### Local utilization

9 x 9 tiles, from dark blue (low) to red (high), 0 to 100% covered.
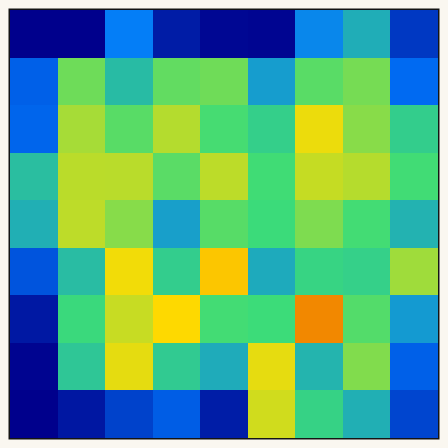
### Logic cells by family

The bar under the picture is 20 um long.
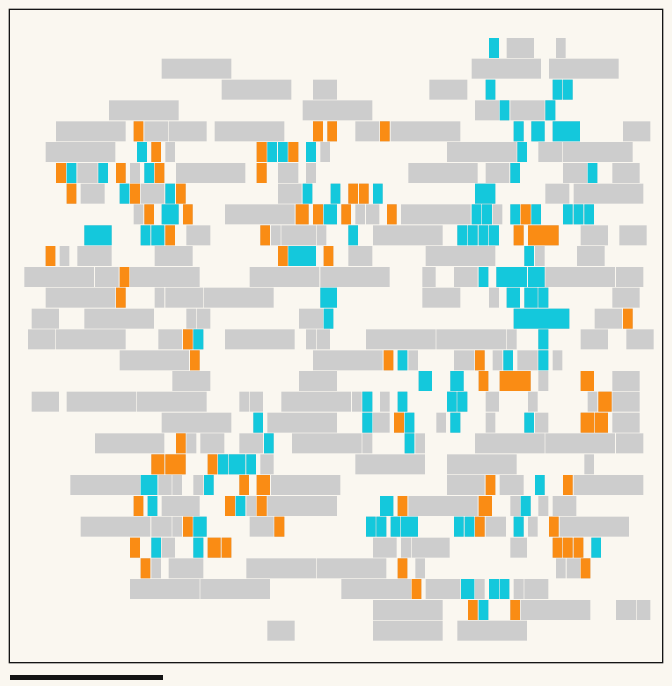
### Metal layers overlaid

The bar under the picture is 20 um long.
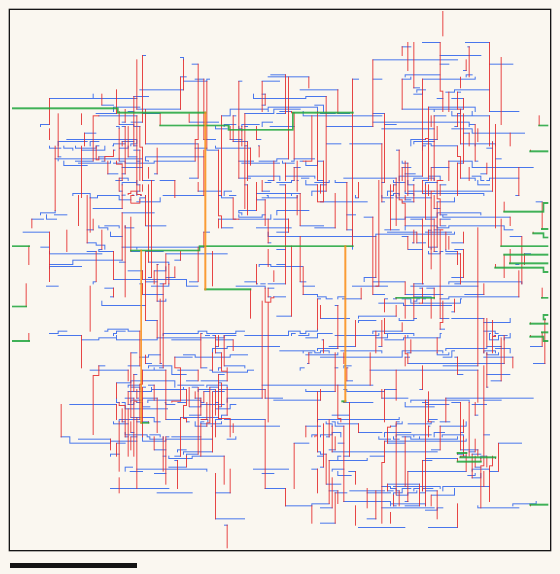
File: config.mk
export PLATFORM = sky130hd
export DESIGN_NAME = game_move_ctrl
export DESIGN_NICKNAME = d
export VERILOG_FILES = /design/src/rtl/game_pkg.sv /design/src/rtl/btn_debounce.sv /design/src/rtl/game_move_ctrl.sv
export SDC_FILE = /design/constraint.sdc
export NUM_CORES = 1
export LEC_CHECK = 0
export ABC_AREA = 1
export CORE_UTILIZATION = 40
export DETAILED_ROUTE_END_ITERATION = 6
export SLEW_MARGIN = 20
export SYNTH_ARGS = -nofsm -noshare
export SYNTH_HDL_FRONTEND = slang
export SYNTH_SLANG_ARGS = --single-unit
File: constraint.sdc
create_clock -name clk -period 3.35 [get_ports clk]
set_input_delay 0.67 -clock clk [delete_from_list [all_inputs] [get_ports clk]]
set_output_delay 0.67 -clock clk [all_outputs]
set_load 0.05 [all_outputs]
File: src/rtl/game_pkg.sv
// game_pkg: shared FSM state encoding, direction indices and grant arbitration helper
// Used by game_move_ctrl and by the game room FSM, which indexes moves with the same DIR_* constants.
package game_pkg;

  typedef enum logic [1:0] {
    IDLE         = 2'd0,
    ISSUE        = 2'd1,
    WAIT_RELEASE = 2'd2,
    LOCKED       = 2'd3
  } state_e;

  localparam logic [1:0] DIR_N = 2'd0;
  localparam logic [1:0] DIR_E = 2'd1;
  localparam logic [1:0] DIR_S = 2'd2;
  localparam logic [1:0] DIR_W = 2'd3;

  // Fixed priority N > E > S > W; the caller only uses the result when some bit is set.
  function automatic logic [1:0] pick_dir(logic [3:0] r);
    return r[DIR_N] ? DIR_N : r[DIR_E] ? DIR_E : r[DIR_S] ? DIR_S : DIR_W;
  endfunction

endpackage

File: src/rtl/btn_debounce.sv
// btn_debounce: two-flop synchroniser, consecutive-cycle debounce counter and rise detect for one button
// Ports: clk, reset (async, active-low), btn (raw async input), level (debounced), rise (one-cycle 0->1 of level)
module btn_debounce #(
  parameter int DEBOUNCE_CYCLES = 4,
  parameter int CNT_W = 8
) (
  input  logic clk,
  input  logic reset,
  input  logic btn,
  output logic level,
  output logic rise
);

  logic sync1_q, sync2_q, level_q, level_d, dly_q, differ, expire;
  logic [CNT_W-1:0] cnt_q, cnt_d;

  // The counter only runs while the synchronised level disagrees; any agreement restarts it,
  // so a flip needs DEBOUNCE_CYCLES consecutive disagreeing samples.
  always_comb begin
    differ = sync2_q != level_q;
    expire = differ && cnt_q == CNT_W'(DEBOUNCE_CYCLES - 1);
    cnt_d = (!differ || expire) ? '0 : cnt_q + CNT_W'(1);
    level_d = expire ? ~level_q : level_q;
  end

  always_ff @(posedge clk or negedge reset) begin
    if (!reset) begin
      sync1_q <= 1'b0;
      sync2_q <= 1'b0;
      cnt_q <= '0;
      level_q <= 1'b0;
      dly_q <= 1'b0;
    end else begin
      sync1_q <= btn;
      sync2_q <= sync1_q;
      cnt_q <= cnt_d;
      level_q <= level_d;
      dly_q <= level_q;
    end
  end

  assign level = level_q;
  assign rise = level_q & ~dly_q;

endmodule

File: src/rtl/game_move_ctrl.sv
// game_move_ctrl: debounces four direction buttons and issues one arbitrated move pulse per press-and-release
// Ports: clk, reset (async, active-low), btn_n/e/s/w (raw buttons), win/die (game status),
//        n/e/s/w (single-cycle move pulses), locked (lockout active), moves (saturating move count)
module game_move_ctrl
  import game_pkg::*;
#(
  parameter int DEBOUNCE_CYCLES = 4,
  parameter int CNT_W = 8
) (
  input  logic       clk,
  input  logic       reset,
  input  logic       btn_n,
  input  logic       btn_e,
  input  logic       btn_s,
  input  logic       btn_w,
  input  logic       win,
  input  logic       die,
  output logic       n,
  output logic       e,
  output logic       s,
  output logic       w,
  output logic       locked,
  output logic [7:0] moves
);

  logic [3:0] btn_v, level_v, rise_v;
  state_e state_q, state_d;
  logic [1:0] grant_q, grant_d;
  logic [7:0] moves_q, moves_d;
  logic issue;

  // Bit positions follow the DIR_* indices so the grant can index directly.
  assign btn_v = {btn_w, btn_s, btn_e, btn_n};

  for (genvar i = 0; i < 4; i++) begin : g_db
    btn_debounce #(
      .DEBOUNCE_CYCLES(DEBOUNCE_CYCLES),
      .CNT_W(CNT_W)
    ) u_db (
      .clk(clk),
      .reset(reset),
      .btn(btn_v[i]),
      .level(level_v[i]),
      .rise(rise_v[i])
    );
  end

  // win/die overrides everything; LOCKED falls through to hold because no other term matches it.
  // Rises outside IDLE are dropped, which is what stops a held button from repeating.
  always_comb begin
    state_d = (win || die) ? LOCKED :
              (state_q == IDLE && |rise_v) ? ISSUE :
              (state_q == ISSUE) ? WAIT_RELEASE :
              (state_q == WAIT_RELEASE && level_v == 4'b0) ? IDLE : state_q;
    grant_d = (state_q == IDLE && |rise_v) ? pick_dir(rise_v) : grant_q;
    moves_d = (state_q == ISSUE && moves_q != 8'hff) ? moves_q + 8'd1 : moves_q;
  end

  always_ff @(posedge clk or negedge reset) begin
    if (!reset) begin
      state_q <= IDLE;
      grant_q <= DIR_N;
      moves_q <= 8'd0;
    end else begin
      state_q <= state_d;
      grant_q <= grant_d;
      moves_q <= moves_d;
    end
  end

  // Pure decode of registers: reset clears them asynchronously, so pulses drop without a clock edge.
  assign issue = state_q == ISSUE;
  assign n = issue && grant_q == DIR_N;
  assign e = issue && grant_q == DIR_E;
  assign s = issue && grant_q == DIR_S;
  assign w = issue && grant_q == DIR_W;
  assign locked = state_q == LOCKED;
  assign moves = moves_q;

endmodule

==> run summary <==
yosys + openroad results -> result of the run=complete, no violations, largest fanout on the critical path=5, Die X-Extent=~85 um, count of clock-net buffers in the final layout=14, DRC violation count after routing=0, Remaining Overflow, GRT=0, Placed Area=3070 sq um, number of placed instances, taps included=414, routability congestion estimate from global placement=0.777, setup ws final=between 0.6 and 0.7 ns, final hold vios=0, Mapped Nets=329, Reg clk slew, reported paths=0.06 ns, pins over their slew limit=0, final period utilization=0.817, share of layout cells above drive strength 1=0.0793, OpenROAD warning count=26, tightest slew margin relative to the limit=0.516, Slowest Stage Delay on Critical Path=0.83 ns, leading area contributor after synthesis=dfrtp_1, Global Route met2 Usage=0.205, startpoint type of the worst setup path=flop, start point of the worst min-delay path=g_db[3].u_db.sync1_q, post-layout instance area=3230 sq um, clock-cell share of area=0.0503, routed metal-1 wirelength=2210 um, leading cell types by count after synthesis=74 x nand2_1, 61 x nor2_1, 60 x dfrtp_1, Clock H-tree levels=3, dominant kind of cell by area=registers, area added between synthesis and finish=16.7%, number of well-tap cells placed=77, number of signal-net inverters in the final layout=~42, CP startpoint=state_q[1], final-layout worst hold slack=0.343 ns, most frequent cell after synthesis=nand2_1, number of filler cells placed in the layout=638, register area=between 1500 and 2000 sq um, slew at the pin closest to its max-slew limit=0.725 ns
Notes on 'Local utilization' above:
The mean over all tiles is 43%. 7.4% of the tiles are nearly empty. 3.7% of the tiles are over 75% full. The fullest tile reaches 85%.
Layout Utilization: 0.495
fraction of the core area occupied by cells at floorplan: 0.424

Notes on 'Logic cells by family' above:
Orange shows nor cells, cells 73, most used nor2_1. Cyan shows nand cells, cells 96, most used nand2_1.
most instantiated logic cell after routing: nand2_1
number of standard cells in the layout, taps in and fillers out: 430
Comb/total area: 0.342

Notes on 'Metal layers overlaid' above:
Blue shows M1, wire length 2210 um. Green shows M3, wire length 190 um. Orange shows M4, wire length 79.6 um. Red shows M2, wire length 1960 um.
DR vias: 1989
Routed Wire Length: 4440 um
per-cell routed wire length: 10.3 um
Global Route Usage Sum: 0.145

